==> src/rtl/uart_link_pkg.sv <==
// rtl/uart_link_pkg.sv - shared types and helpers for the UART link fabric
package uart_link_pkg;

  // Width of a source selector: one code beyond the last port means disconnected.
  function automatic int sel_width(input int n);
    return $clog2(n + 1);
  endfunction

  // Width of a delay field able to hold 0..max_delay.
  function automatic int dly_width(input int max_delay);
    return $clog2(max_delay + 1);
  endfunction

  typedef enum logic [1:0] {
    CFG_IDLE,
    CFG_WAIT,
    CFG_APPLY
  } cfg_state_e;

  typedef enum logic [1:0] {
    INJ_IDLE,
    INJ_ARMED,
    INJ_OFFSET,
    INJ_ACTIVE
  } inj_state_e;

  // Crossover pairing i <-> i^1; an unpaired last port loops back to itself.
  function automatic int default_route(input int idx, input int n);
    if ((n % 2 == 1) && (idx == n - 1)) begin
      return idx;
    end
    return idx ^ 1;
  endfunction

endpackage

==> src/rtl/uart_link_lane.sv <==
// rtl/uart_link_lane.sv - one rx lane: delay line, idle tracking, start detect, frame count
module uart_link_lane
  import uart_link_pkg::*;
#(
  parameter int MAX_DELAY   = 16,
  parameter int IDLE_CYCLES = 8,
  parameter int CNT_W       = 16,
  localparam int DLY_W      = dly_width(MAX_DELAY)
) (
  input  logic             pclk,
  input  logic             areset,
  input  logic             din,
  input  logic [DLY_W-1:0] delay,
  input  logic             preset,
  input  logic             inv,
  output logic             rx,
  output logic             start,
  output logic             idle,
  output logic [CNT_W-1:0] frame_cnt
);

  localparam int HI_W = $clog2(IDLE_CYCLES + 1);
  localparam logic [HI_W-1:0] HI_MAX = HI_W'(IDLE_CYCLES);

  logic [MAX_DELAY-1:0] line;
  logic [HI_W-1:0]      in_hi;
  logic [HI_W-1:0]      tap_hi;
  logic                 tap;

  // Tap selection: delay 0 bypasses the line so rx is one register behind din.
  always_comb begin
    tap = din;
    for (int k = 1; k <= MAX_DELAY; k++) begin
      if (delay == DLY_W'(k)) begin
        tap = line[k-1];
      end
    end
  end

  // A start edge is a fall at the tap after a full idle run of highs.
  assign start = ~tap && (tap_hi >= HI_MAX);
  assign idle  = din && (in_hi >= HI_MAX) && (&line);

  // Delay line, high-run counters, output register and saturating frame counter.
  always_ff @(posedge pclk or negedge areset) begin
    if (!areset) begin
      line      <= '1;
      rx        <= 1'b1;
      in_hi     <= '0;
      tap_hi    <= '0;
      frame_cnt <= '0;
    end else begin
      if (preset) begin
        line <= '1;
      end else begin
        line[0] <= din;
        for (int k = 1; k < MAX_DELAY; k++) begin
          line[k] <= line[k-1];
        end
      end
      rx <= tap ^ inv;
      if (!din) begin
        in_hi <= '0;
      end else if (in_hi != HI_MAX) begin
        in_hi <= in_hi + 1'b1;
      end
      if (!tap) begin
        tap_hi <= '0;
      end else if (tap_hi != HI_MAX) begin
        tap_hi <= tap_hi + 1'b1;
      end
      if (start && (frame_cnt != '1)) begin
        frame_cnt <= frame_cnt + 1'b1;
      end
    end
  end

endmodule

==> src/rtl/uart_link_fabric.sv <==
// rtl/uart_link_fabric.sv - N-port UART line fabric with routing, delay and fault injection
module uart_link_fabric
  import uart_link_pkg::*;
#(
  parameter int NUM_PORTS   = 2,
  parameter int MAX_DELAY   = 16,
  parameter int IDLE_CYCLES = 8,
  parameter int INJ_W       = 8,
  parameter int CNT_W       = 16,
  localparam int SEL_W      = sel_width(NUM_PORTS),
  localparam int DLY_W      = dly_width(MAX_DELAY)
) (
  input  logic                       pclk,
  input  logic                       areset,
  input  logic [NUM_PORTS-1:0]       tx,
  output logic [NUM_PORTS-1:0]       rx,
  input  logic                       cfg_valid,
  output logic                       cfg_ready,
  input  logic [NUM_PORTS*SEL_W-1:0] cfg_src,
  input  logic [NUM_PORTS*DLY_W-1:0] cfg_delay,
  input  logic                       inj_valid,
  output logic                       inj_ready,
  input  logic [SEL_W-1:0]           inj_port,
  input  logic [INJ_W-1:0]           inj_offset,
  input  logic [INJ_W-1:0]           inj_len,
  output logic                       inj_done,
  output logic [NUM_PORTS*CNT_W-1:0] frame_cnt
);

  localparam logic [SEL_W-1:0] NP_SEL  = SEL_W'(NUM_PORTS);
  localparam logic [DLY_W-1:0] DLY_MAX = DLY_W'(MAX_DELAY);
  localparam int C_W = INJ_W + 1;

  cfg_state_e cfg_state;
  inj_state_e inj_state;

  logic [SEL_W-1:0] act_src  [NUM_PORTS];
  logic [SEL_W-1:0] pend_src [NUM_PORTS];
  logic [DLY_W-1:0] act_dly  [NUM_PORTS];
  logic [DLY_W-1:0] pend_dly [NUM_PORTS];

  logic [NUM_PORTS-1:0] din;
  logic [NUM_PORTS-1:0] start;
  logic [NUM_PORTS-1:0] idle;
  logic [NUM_PORTS-1:0] inv;
  logic                 applying;

  logic [SEL_W-1:0] inj_port_q;
  logic [INJ_W-1:0] inj_off_q;
  logic [INJ_W-1:0] inj_len_q;
  logic [C_W-1:0]   inj_cnt;
  logic [C_W-1:0]   c_now;
  logic [C_W-1:0]   c_off;
  logic [C_W-1:0]   c_end;
  logic             tgt_start;
  logic             tracking;
  logic             win;

  assign applying = (cfg_state == CFG_APPLY);

  // Source mux: unknown selectors and the map-switch cycle both hold the lane idle-high.
  always_comb begin
    din = '1;
    for (int i = 0; i < NUM_PORTS; i++) begin
      for (int j = 0; j < NUM_PORTS; j++) begin
        if (!applying && (act_src[i] == SEL_W'(j))) begin
          din[i] = tx[j];
        end
      end
    end
  end

  // Config FSM: a new map is only swapped in once every lane has drained to idle.
  always_ff @(posedge pclk or negedge areset) begin
    if (!areset) begin
      cfg_state <= CFG_IDLE;
      cfg_ready <= 1'b1;
      for (int i = 0; i < NUM_PORTS; i++) begin
        act_src[i]  <= SEL_W'(default_route(i, NUM_PORTS));
        act_dly[i]  <= '0;
        pend_src[i] <= '0;
        pend_dly[i] <= '0;
      end
    end else begin
      case (cfg_state)
        CFG_IDLE: begin
          if (cfg_valid) begin
            for (int i = 0; i < NUM_PORTS; i++) begin
              pend_src[i] <= cfg_src[i*SEL_W +: SEL_W];
              pend_dly[i] <= (cfg_delay[i*DLY_W +: DLY_W] > DLY_MAX) ?
                             DLY_MAX : cfg_delay[i*DLY_W +: DLY_W];
            end
            cfg_state <= CFG_WAIT;
            cfg_ready <= 1'b0;
          end
        end
        CFG_WAIT: begin
          if (&idle) begin
            cfg_state <= CFG_APPLY;
          end
        end
        CFG_APPLY: begin
          for (int i = 0; i < NUM_PORTS; i++) begin
            act_src[i] <= pend_src[i];
            act_dly[i] <= pend_dly[i];
          end
          cfg_state <= CFG_IDLE;
          cfg_ready <= 1'b1;
        end
        default: begin
          cfg_state <= CFG_IDLE;
          cfg_ready <= 1'b1;
        end
      endcase
    end
  end

  // Injector position: cycle 0 is the cycle the target tap shows the start edge.
  always_comb begin
    tgt_start = 1'b0;
    for (int j = 0; j < NUM_PORTS; j++) begin
      if (inj_port_q == SEL_W'(j)) begin
        tgt_start = start[j];
      end
    end
    c_off    = {1'b0, inj_off_q};
    c_end    = c_off + {1'b0, inj_len_q};
    c_now    = (inj_state == INJ_ARMED) ? '0 : inj_cnt;
    tracking = ((inj_state == INJ_ARMED) && tgt_start) ||
               (inj_state == INJ_OFFSET) || (inj_state == INJ_ACTIVE);
    win      = tracking && !applying && (c_now >= c_off) && (c_now < c_end);
    for (int j = 0; j < NUM_PORTS; j++) begin
      inv[j] = win && (inj_port_q == SEL_W'(j));
    end
  end

  // Injector FSM: one window per request, cancelled silently by a map change.
  always_ff @(posedge pclk or negedge areset) begin
    if (!areset) begin
      inj_state  <= INJ_IDLE;
      inj_ready  <= 1'b1;
      inj_done   <= 1'b0;
      inj_port_q <= '0;
      inj_off_q  <= '0;
      inj_len_q  <= '0;
      inj_cnt    <= '0;
    end else begin
      inj_done <= 1'b0;
      if (inj_state == INJ_IDLE) begin
        if (inj_valid && (inj_port < NP_SEL)) begin
          inj_port_q <= inj_port;
          inj_off_q  <= inj_offset;
          inj_len_q  <= inj_len;
          inj_state  <= INJ_ARMED;
          inj_ready  <= 1'b0;
        end
      end else if (applying) begin
        inj_state <= INJ_IDLE;
        inj_ready <= 1'b1;
      end else if (tracking) begin
        if (c_now == c_end) begin
          inj_state <= INJ_IDLE;
          inj_ready <= 1'b1;
          inj_done  <= 1'b1;
        end else begin
          inj_cnt   <= c_now + 1'b1;
          inj_state <= ((c_now + 1'b1) < c_off) ? INJ_OFFSET : INJ_ACTIVE;
        end
      end
    end
  end

  // One lane per rx port.
  for (genvar g = 0; g < NUM_PORTS; g++) begin : g_lane
    uart_link_lane #(
      .MAX_DELAY  (MAX_DELAY),
      .IDLE_CYCLES(IDLE_CYCLES),
      .CNT_W      (CNT_W)
    ) u_lane (
      .pclk     (pclk),
      .areset   (areset),
      .din      (din[g]),
      .delay    (act_dly[g]),
      .preset   (applying),
      .inv      (inv[g]),
      .rx       (rx[g]),
      .start    (start[g]),
      .idle     (idle[g]),
      .frame_cnt(frame_cnt[g*CNT_W +: CNT_W])
    );
  end

endmodule

==> config.mk <==
export PLATFORM = sky130hd
export DESIGN_NAME = uart_link_fabric
export DESIGN_NICKNAME = d
export VERILOG_FILES = /design/src/rtl/uart_link_pkg.sv /design/src/rtl/uart_link_lane.sv /design/src/rtl/uart_link_fabric.sv
export SDC_FILE = /design/constraint.sdc
export NUM_CORES = 1
export LEC_CHECK = 0
export CAP_MARGIN = 10
export CORE_ASPECT_RATIO = 2
export CORE_MARGIN = 1.5
export CORE_UTILIZATION = 55
export DETAILED_ROUTE_END_ITERATION = 10
export HOLD_SLACK_MARGIN = 0.15
export MAX_ROUTING_LAYER = met4
export PLACE_DENSITY = 0.77
export SLEW_MARGIN = 10
export SYNTH_ARGS = -nofsm -noshare
export SYNTH_HDL_FRONTEND = slang
export SYNTH_HIERARCHICAL = 1
export SYNTH_SLANG_ARGS = --single-unit
==> constraint.sdc <==
create_clock -name pclk -period 4.3 [get_ports pclk]
set_clock_uncertainty 0.15 [all_clocks]
set_input_delay 0.43 -clock pclk [delete_from_list [all_inputs] [get_ports pclk]]
set_output_delay 0.43 -clock pclk [all_outputs]
set_load 0.02 [all_outputs]
### Metal 3, run 1

(3 px per um)
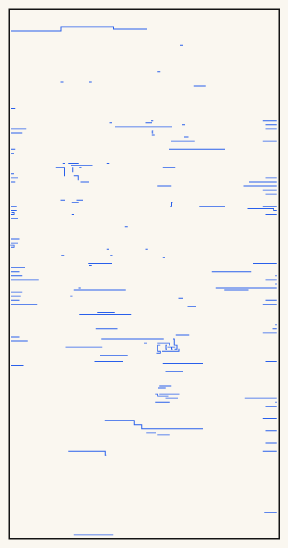
share of all routed wire = 3.3%
wire length on this layer = 653 um
nets with wire on the layer = 103
Vias: 6267
Total Wirelength: 19600 um
met3 GRT Util: 4.11%

### Cells coloured by class, run 1

(2 px per um)
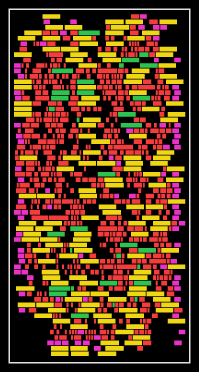
clock drivers and dummy loads -> green  # cells 31
flops -> yellow  # cells 144
combinational and other logic -> red  # cells 625
other buffers and delay cells -> magenta  # cells 85
fraction of area in registers: 37.3%
Finished Core Util: 66.3%
fin area: 9770 sq um
core area: 14700 sq um
Rows: 63

### Cell outlines without signal wires, run 1

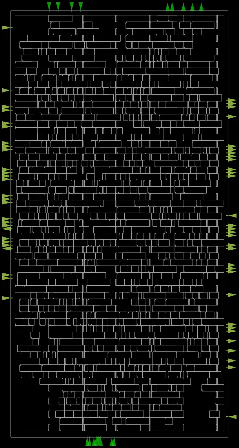
fillers: 1217
seq_cells: 144

==> reports/qor.txt, run 1 <==
Met1 usage in global routing: 28.2%
Ys async rst share: 100%
GR Layer Usage met2: 50.5%
Fin crit share: 90.1%
Tmin final: 3.88 ns
Non-clk invs: 34
Reg2Reg Launch Point: inj_off_q[0]
Setup Total Neg Slack: 0 ns
CTS tree: built
Status: completed
Net Sw Power: 1.71 mW
Register area share after synthesis: 44.4%
Commonest cells post-synth: dfrtp_1, nand2_1, ha_1, nor2_1, or2_2
Layout area overhead: 18.8%
Most frequent logic cell in the layout: dfrtp_1
Pwr top: combinational logic
Number of I/O port buffers: 74
DR WL/cell: 18.1 um
Post-Syn Instances: 801
Hold Crit Start: pend_dly[2]
Placed cell area: 9150 sq um
Clk_buf instances: 20
Aoi share: 11.8%
[run 1: worst max-delay path: cells and delay by family, from the launching register on]
family | cells | cell delay, ns
AOI/OAI and AO/OA | 6 | 1.50
adders and majority gates | 3 | 1.02
DFF | 1 | 0.41
muxes | 1 | 0.34
and+or+nand+nor | 3 | 0.33
[run 1: repair_timing]
action / CTS / global route
hold buffers: 1 / 0
endpoints found under the setup margin: 0 / 0
hold endpoints to repair: 54 / 0
[run 1: per-stage QoR]
step           worst slack [ns]  std cells  power [mW]
2_1_floorplan             0.811        801        2.96
3_3_place_gp              0.582       1048        3.41
3_5_place_dp              0.468       1048        3.47
4_1_cts                   0.449       1080        5.02
5_1_grt                   0.156       1080        5.28
6_report                  0.424       1080        5.00
### Sequential cells grouped by signal name, run 1

(4 px per um)
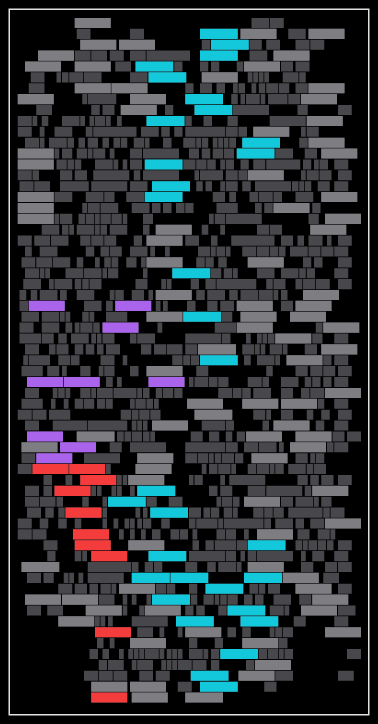

==> inputs of run 2 (changes only) <==
--- a/config.mk
+++ b/config.mk
@@ -7,12 +7,12 @@
 export LEC_CHECK = 0
 export CAP_MARGIN = 10
 export CORE_ASPECT_RATIO = 2
-export CORE_MARGIN = 1.5
+export CORE_MARGIN = 2
 export CORE_UTILIZATION = 55
 export DETAILED_ROUTE_END_ITERATION = 10
 export HOLD_SLACK_MARGIN = 0.15
 export MAX_ROUTING_LAYER = met4
-export PLACE_DENSITY = 0.77
+export PLACE_DENSITY = 0.85
 export SLEW_MARGIN = 10
 export SYNTH_ARGS = -nofsm -noshare
 export SYNTH_HDL_FRONTEND = slang
==> constraint.sdc (replaced) <==
create_clock -name pclk -period 4.94 [get_ports pclk]
set_clock_uncertainty 0.15 [all_clocks]
set_input_delay 0.494 -clock pclk [delete_from_list [all_inputs] [get_ports pclk]]
set_output_delay 0.494 -clock pclk [all_outputs]
set_load 0.02 [all_outputs]
### Sequential cells grouped by signal name, run 2

(4 px per um)
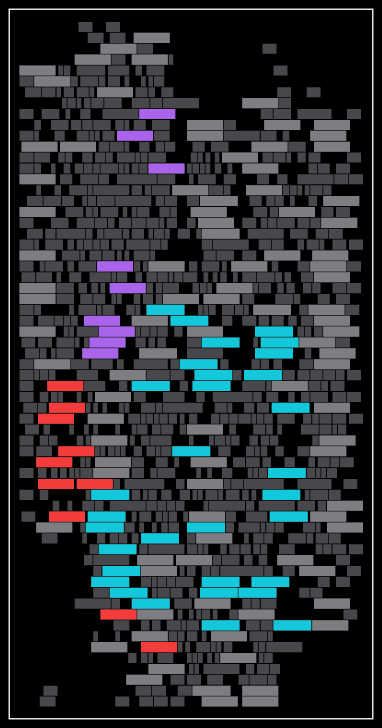
`pend_dly` -> red  # sequential cells 10
`inj_cnt` -> purple  # sequential cells 9
`g_lane.u_lane/line` -> cyan  # sequential cells 32
Finished Core Util: 65.8%
Seq group: 1.49 mW
Flop area: 3650 sq um
fraction of area in registers: 37.7%

==> run 2 against run 1 <==
Effect of this change:
- register-to-register slack gained 0.54 ns
- clock power shrank 17%
- setup slack gained 0.54 ns
- largest cell class unchanged
- via count grew 1.7%
- count of clock-buffer cells in the layout shrank 3
- synthesized area is the same
- critical endpoint is now g_lane[1].u_lane/rx
==> reports/qor.txt, run 2 <==
Status: completed
Vias: 6376 (+1.7%)
WP depth: 13 (unchanged)
# diodes: 0
Drt drc: 0
Most frequent cells in the layout: dfrtp_1, nand2_1, clkdlybuf4s50_1
Final std cells w/o fill: 1075 (-0.46%)
Total GRT Usage: 26.3%
Total Wirelength: 19200 um (-2.1%)
Final hold slack: 0.320 ns
Comb pwr: 1.51 mW
Core area: 14700 sq um (unchanged)
Die Span Y: 177 um
Aoi share: 11.8% (unchanged)
Inst Count DP: 1042 (-0.57%)
Rows: 63 (unchanged)
Pwr top: combinational logic
DR WL/cell: 17.8 um (-1.6%)
Net Sw Power: 1.55 mW (-9.0%)
Tmin final: 3.97 ns (+0.0952 ns)
Fin crit share: 80.4% (-9.7 points)
Hold Crit Start: act_src[2]
Placed cell area: 9110 sq um (-0.49%)
Overall Power: 4.27 mW (-15%)
Post-Syn Area: 8230 sq um
Final hold viol count: 0
Setup Total Neg Slack: 0 ns (unchanged)
Number of I/O port buffers: 74 (unchanged)
Worst setup margin: 0.969 ns (+0.545 ns)
Reg2Reg Launch Point: act_dly[7]
Most common cell in the netlist: dfrtp_1
Final GP Congestion: 0.990
Yosys warns: 6
WP buf/inv: 0 (unchanged)
Ys async rst share: 100% (unchanged)
Vias per cell: 5.93
Crit path max-delay family: AND-OR/OR-AND gates
Post-Syn Instances: 801 (unchanged)
Most frequent logic cell in the layout: dfrtp_1
Register area share after synthesis: 44.4% (unchanged)
Pre-CTS setup slack: 0.971 ns (+0.503 ns)
CTS tree: built
Commonest cells post-synth: dfrtp_1, nand2_1, ha_1, nor2_1, or2_2
Layout area overhead: 17.8%
### Cells coloured by class, run 2

(2 px per um)
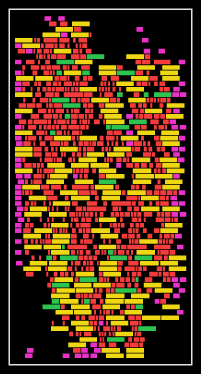
fin area: 9690 sq um

-- run 2: cell type report --
cell class | instances | area, sq um
tap | 195 | 244
inverter | 34 | 128
clock inverter | 15 | 150
fill | 1163 | 5050
clock buffer | 17 | 425
multi-input combinational | 591 | 4310
timing repair buffer | 79 | 782
sequential | 144 | 3650
-- run 2: layer usage --
metal | up-vias | routed length, um | track usage, %
li1 | 2947 | - | -
met1 | 3130 | 6960 | 26.5
met2 | 222 | 10500 | 47.6
met3 | 77 | 730 | 3.96
met4 | 0 | 992 | 15.8
met5 | - | 0 | -
-- run 2: what timing repair did --
action / in CTS / in global routing
hold buffers: 1 / 0
buffers inserted: 0 / 0
endpoints found under the hold margin: 76 / 0
### Metal layers overlaid, run 2

(3 px per um) Two of the layers only.
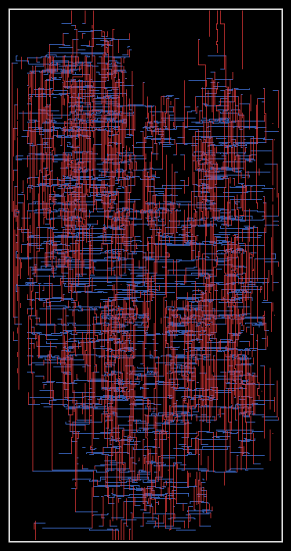

==> inputs of run 3 (changes only) <==
==> constraint.sdc (replaced) <==
create_clock -name pclk -period 3.8 [get_ports pclk]
set_clock_uncertainty 0.15 [all_clocks]
set_input_delay 0.38 -clock pclk [delete_from_list [all_inputs] [get_ports pclk]]
set_output_delay 0.38 -clock pclk [all_outputs]
set_load 0.02 [all_outputs]
### Metal layers overlaid, run 3

(3 px per um) Two of the layers only.
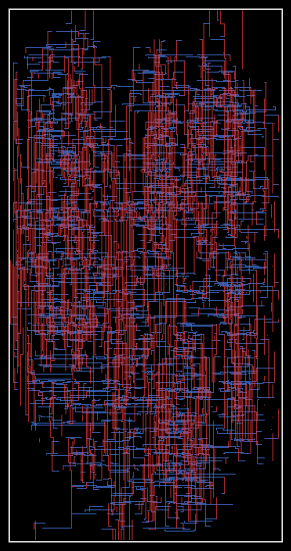
metal 2 -> red  # wire length 11200 um
metal 1 -> blue  # wire length 7150 um
Total Wirelength: 20100 um
Vias: 6418

==> run 3 against run 2 <==
Effect of this change:
- synthesized area did not move
- first-iteration DRC count decreased by 19%
- combinational power is 36% higher
- register-to-register slack worse by 0.89 ns
- clock power is 25% higher
- non-clock buffer count up 27
- fmax is 6.7% higher
- critical path depth did not move
- wire length increased by 5.1%
- synthesized cell count stayed put
- sequential power rose by about 30%
- largest cell class unchanged
- sequential cell count unchanged
==> reports/qor.txt, run 3 <==
Placed cell area: 9300 sq um (+2.1%)
Layout area overhead: 20.4%
Met3 GRT Util: 5.28% (+1.3 points)
Comb area: 4320 sq um (+0.23%)
Hold Crit Start: pend_dly[1]
Number of I/O port buffers: 74 (unchanged)
Final GP Congestion: 0.919 (-7.1%)
Met3 Wirelength: 675 um (-7.5%)
Commonest cells post-synth: dfrtp_1, nand2_1, ha_1, nor2_1, or2_2
Met2 wire length: 11200 um (+6.9%)
Crit path max-delay family: AND-OR/OR-AND gates
Busiest grt layer: met2
Met1 usage in global routing: 26.5% (about the same)
Most common cell in the netlist: dfrtp_1
Hold buffer count at cts: 1 (unchanged)
Core area: 14700 sq um (unchanged)
Pre-CTS setup slack: 0.163 ns (-0.808 ns)
Comb pwr: 2.06 mW (+36%)
DR WL/cell: 18.3 um (+2.6%)
Status: completed
Yosys warns: 6 (unchanged)
Max Used Layer: met4
Die Span Y: 177 um (unchanged)
Fin crit share: 97.9% (+18 points)
# diodes: 0 (unchanged)
Most frequent cells in the layout: dfrtp_1, nand2_1, clkdlybuf4s50_1
Most frequent logic cell in the layout: dfrtp_1
Rows: 63 (unchanged)
Drt drc: 0 (unchanged)
CTS tree: built
Post CTS Setup Buffer Count: 0 (unchanged)
Total GRT Usage: 27.4% (+1.1 points)
Ys async rst share: 100% (unchanged)
Fin area: 9900 sq um (+2.2%)
Final hold slack: 0.321 ns (+0.00138 ns)
Wl on met1: 7150 um (+2.7%)
Final hold viol count: 0 (unchanged)
Post-Syn Area: 8230 sq um (unchanged)
Reg2Reg Launch Point: act_dly[2]
### Cell outlines without signal wires, run 3

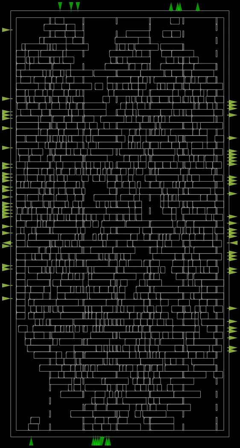
final std cells w/o fill: 1102
fillers: 1135

==> run 3: cell counts after synthesis <==
No cell type changed its count.
==> run 3: layout make-up <==
| type | instances | area share [%] |
|---|---|---|
| Clock buffer | 19 | 4.37 |
| Tap cell | 195 | 2.46 |
| Inverter | 34 | 1.29 |
| Multi-Input combinational cell | 591 | 43.7 |
| Clock inverter | 13 | 1.29 |
| Timing Repair Buffer | 106 | 10.1 |
| Sequential cell | 144 | 36.9 |
==> run 3: kinds of logic after synthesis <==
| group | Yosys count | share of synthesized area, % |
|---|---|---|
| compound gates | 123 | 11.8 |
| mux | 31 | 4.41 |
| fa+ha+maj | 43 | 6.60 |
| simple gates | 342 | 23.7 |
| flops | 144 | 44.4 |
| xor+xnor | 52 | 5.76 |
| buf+inv | 66 | 3.32 |
No activity file was given, so power comes from the tool's default toggle rates.
